==> run_1/io_fan.png <==
Drawn at 3 px/um.
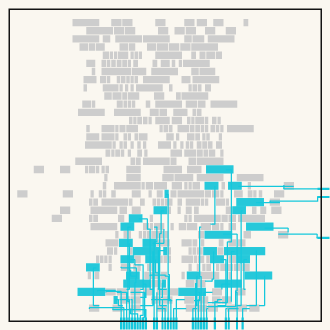
==> run_1/io_placement.png <==
Drawn at 4 px/um. Pins as bars across the die edge, other pins in grey.
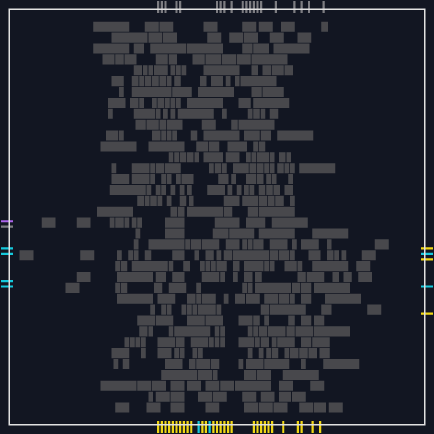
==> run_1/layer_met2.png <==
Drawn at 4 px/um.
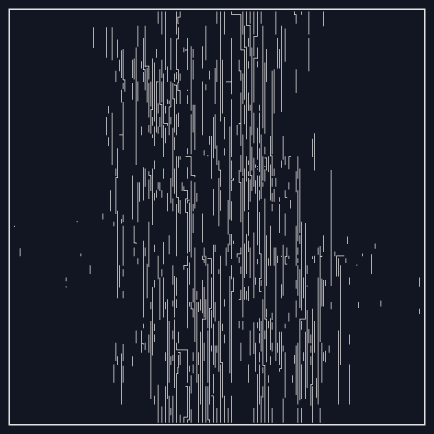
Design charge_spike_scanner, sky130hd; sources not shown.
==> results.toml, run 1 <==
# generated from flow reports
[sta]
skew_ps = 5.86
finalSetupTns_ps = -5030
rsz0062_at_grt = "true"
finalClockPeriodUsage_pct = 118
fmax_mhz = 470
worst_pin_slew_ps = 713
hold_violations = 0
whs_ps = 35.6
final_max_slew_viol_count = 0
setup_viol = 18
worst_slack_ps = -328
max_slew_margin_pct = 52.4
period_minus_slack_ps = 2130

[synthesis]
top_cell_area_share_pct = 31.4
synthXorXnorAreaFrac_pct = 0
flop_cell = "dfrtp_1"
synth.cell_area_sq_mm = 0.00247
synthTopCellsByCount = "85 x nand2_1, 42 x inv_1, 37 x ha_1"
synth-edff-count = 0
ys_warn_count = 0
logic_family = "simple AND/OR/NAND/NOR gates"
most_common_cell = "nand2_1"
ys_sh_simple_pct = 27.3
top_cells_by_area = "dfrtp_1 31%, ha_1 19%, nand2_1 13%"
ys_ff = 31
postSynthSeqShare_pct = 31.4
yosys.area.top_type = "dfrtp_1"
ys_async_sr_fraction_pct = 100
ys_area_sq_mm = 0.00247
synth.distinct_cells = 30
yosysCellCount = 323
synth.net_count = 404
adder_share_pct = 18.7
avgSynthCellArea_sq_um = 7.66
synth_cells = 323
ys_sh_aoi_pct = 13.4
mux_area_share_pct = 0

[drt]
highest_layer = "met4"
remaining_drc_errors = 0
wire_per_inst_um = 12.0
met3_length_um = 204
wl_met1_mm = 2.81
dr_wl_met2_mm = 3.45
vias_per_cell = 4.29
firstDrtPassIters = 4
drtIter0Drc = 72
ant_nets = 0

[finish]
fillers = 929
final_cells = 545
seq_area_sq_um = 776
fin_area_sq_mm = 0.00380
dominant_cells = "multi-input combinational cells"
mostFrequentLayoutCell = "nand2_1"
diodes = 0
post-route-util_pct = 39.2
nMultiInputCombCells = 236
clkbuf_count = 8
flop-count = 31
n_all_inverters = 50
final_nets = 492
seq_share_pct = 20.4
sh_comb_area_pct = 44.9
area_growth_pct = 53.6
clk_share_pct = 2.63
buf_share_pct = 22.5
comb_area_sq_mm = 0.00171
most-common-layout-cells = "75 x nand2_1, 59 x clkdlybuf4s50_1, 36 x inv_1"
nonClockBufferCount = 87
drive_gt1_share_pct = 27.2

[placement]
hpwl_mm = 4.90
place_ws_ps = -605
placed_cells = 517
post_dp_cell_area_sq_mm = 0.00332
gp_congestion = 0.813

[die]
chipArea_sq_mm = 0.0107
initial_core_util_pct = 25.5
tap_cells = 133
core_sq_mm = 0.00968
rows = 36

[pwr]
power_clock_mw = 0.614
swShare_pct = 44.6
switchingPower_mw = 2.74
maxPowerGroup = "combinational logic"
leakage_nw = 1.75
power.combinational.total_mw = 4.37
powerDensity_mw_per_mm2 = 1620
internal_power_mw = 3.40
power_frac_clock_pct = 10.0
ir_drop_uv = 453
pwr-share-seq_pct = 18.8
power_frac_comb_pct = 71.2
pg_seq_mw = 1.16
finalPower_mw = 6.14

[cts]
clkSlewWorstSetupHoldPaths_ps = 70
hold_buffers = 0
htree_levels = 2
cts.sinks = 31
worstSkewPairLatency_ps = 280
clock_path_buffers = 2
cts_setup_buffers = 13
post_cts_resized = 17
cts_tree = "built"
clockRootBuffer = "clkbuf_8"
numCtsBuffers = 5

[grt]
antenna_found_initial = 0
grt_pass1_vias = 2312
grt_util_met3_pct = 2.28
grt_pass1_wl_mm = 10.8
grt_use_met1_pct = 16.3
grt_overflow = 0
grt_max_degree = 32
track_usage_pct = 12.9
grt-busiest-layer = "met2"

[setup_path]
start_kind = "input port"
arrival_ps = 2310
cp_cell_sequence = "clkdlybuf4s50_1 > ha_4 > a21oi_2 > o21a_1 > nand2_1 > nand2_2 > nand3_4 > nor2_4 > buf_6 > nand3_4 > nand2_4 > clkbuf_16 > o21ai_2"
max_stage_delay_ps = 560
crit_cells = 13
rr_worst_depth = 14
endpoint_kind = "flip-flop"
path_buffers = 3
worstPathRequired_ps = 1980
critical-path-top-delay-family = "buffers and inverters"
path_class = "in -> reg"
path_max_fanout = 6
cp_slowest_cell = "clkdlybuf4s50_1"
timing.critical_path.mode_cell = "nand3_4"
reg2reg_slack_ps = -310

[outcome]
outcome = "finished with violations"
violations = "negative setup slack"

[job]
warning_count = 32
drv_cap = 0

[worst_hold_path]
hold_path_class = "in -> async"
-- io_fan.png (at the start) --
[cyan] `charge_i` | bits: 32 | direction: input | end cells: 32 | buffers: 32 | wire: 930 um
I/O pins: 62
# port buffers: 61

-- io_placement.png (at the start) --
[cyan] `threshold_i` | pins: 8 | direction: input | edge: 4 west, 2 south, 2 east
[yellow] `charge_i` | pins: 32 | direction: input | edge: 29 south, 3 east
[purple] `start_i` | pins: 1 | direction: input | edge: west
die y size: 103 um
Die Width: 103 um

-- layer_met2.png (at the start) --
longest straight run: 34.7 um
share of all routed wire: 53%
vias: 2337
Routed WL: 6.54 mm
met2 GRT Util: 22.8%

## Run 2: what changed since run 1
Clock period 1.8 ns to 2.3 ns, I/O delays scaled along.
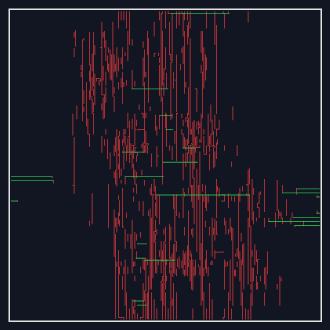
(run_2/wires.png)
Drawn at 3 px/um. Two of the layers only.
[green] metal 3 | wire length: 209 um
[red] metal 2 | wire length: 3010 um
GR Util All Layers: 11.6%
Routed WL: 5.96 mm
routed len/inst: 11.4 um
vias: 2227

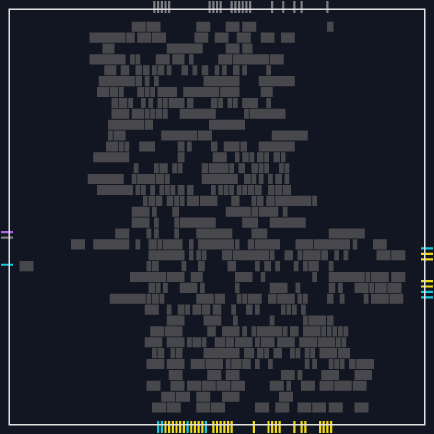
(run_2/io_placement.png)
Drawn at 4 px/um. Pins as bars across the die edge, other pins in grey.
[cyan] `threshold_i` | pins: 8 | direction: input | edge: 4 south, 3 east, 1 west
[yellow] `charge_i` | pins: 32 | direction: input | edge: 28 south, 4 east
[purple] `start_i` | pins: 1 | direction: input | edge: west
all pins by edge: 32 south, 20 north, 7 east, 3 west

==> results.toml, run 2 <==
# generated from flow reports
[placement]
gp_congestion = 0.826
post_dp_cell_area_sq_mm = 0.00325
placed_cells = 517
numPortBuffers = 61

[drt]
met3_length_um = 209
ant_nets = 0
firstDrtPassIters = 4
drtIter0Drc = 92
remaining_drc_errors = 0
dr_wl_met2_mm = 3.01

[synthesis]
flop_cell = "dfrtp_1"
ys_area_sq_mm = 0.00247
mux_area_share_pct = 0
ys_ff = 31
logic_family = "simple AND/OR/NAND/NOR gates"
avgSynthCellArea_sq_um = 7.66
yosysCellCount = 323
ys_warn_count = 0
most_common_cell = "nand2_1"
top_cell_area_share_pct = 31.4
top_cells_by_area = "dfrtp_1 31%, ha_1 19%, nand2_1 13%"
synth-edff-count = 0
synth.distinct_cells = 30
synth.cell_area_sq_mm = 0.00247
synth_cells = 323
ys_sh_aoi_pct = 13.4
ys_async_sr_fraction_pct = 100
postSynthSeqShare_pct = 31.4

[finish]
mostFrequentLayoutCell = "nand2_1"
sh_comb_area_pct = 45.0
seq_area_sq_um = 776
clkbuf_count = 7
area_growth_pct = 36.8
fin_area_sq_mm = 0.00338
comb_area_sq_mm = 0.00152
most-common-layout-cells = "84 x nand2_1, 59 x clkdlybuf4s50_1, 38 x inv_1"
clk_share_pct = 2.40
nonClockBufferCount = 67
post-route-util_pct = 34.9
dominant_cells = "multi-input combinational cells"
diodes = 0
buf_share_pct = 19.2
flop-count = 31
final_nets = 472
fillers = 992

[setup_path]
arrival_ps = 2340
start_kind = "input port"
path_buffers = 2
cp_cell_sequence = "clkdlybuf4s50_1 > ha_1 > a21o_1 > nor2_2 > nand2_1 > nand2_1 > nand3_2 > nor2_4 > nand2_2 > nand2_1 > nand2_2 > buf_6 > nand2_2 > o21ai_2"
critical-path-top-delay-family = "simple AND/OR/NAND/NOR gates"
max_stage_delay_ps = 430
path_max_fanout = 10
path_class = "in -> reg"
worstPathRequired_ps = 2480
reg2reg_slack_ps = 200

[die]
dieWidth_um = 103
chipArea_sq_mm = 0.0107
initial_core_util_pct = 25.5
io_pins = 62
die_h_um = 103
core_sq_mm = 0.00968

[pwr]
pwr-share-seq_pct = 23.0
finalPower_mw = 3.84
power_clock_mw = 0.404
leakage_nw = 1.60
powerDensity_mw_per_mm2 = 1140
switchingPower_mw = 1.85
maxPowerGroup = "combinational logic"
power_frac_clock_pct = 10.5
power_frac_comb_pct = 66.5
internal_power_mw = 2.00
pg_seq_mw = 0.884

[grt]
grt_pass1_vias = 2139
grt_max_degree = 32
grt_pass1_wl_mm = 9.72
grt_use_met1_pct = 14.5
use_met2_pct = 20.0

[sta]
finalSetupTns_ps = 0
finalClockPeriodUsage_pct = 94.2
final_max_slew_viol_count = 0
max_slew_margin_pct = 52.5
whs_ps = 119
period_minus_slack_ps = 2170
worst_slack_ps = 134
hold_violations = 0
fmax_mhz = 462
worst_pin_slew_ps = 713
skew_ps = 5.75

[cts]
cts.sinks = 31
clockRootBuffer = "clkbuf_8"
clkSlewWorstSetupHoldPaths_ps = 70
hold_buffers = 0
clock_path_buffers = 2

[worst_hold_path]
hold_path_class = "in -> async"

[outcome]
outcome = "finished clean"

[job]
warning_count = 29
drv_cap = 0
No activity file was given, so power comes from the tool's default toggle rates.
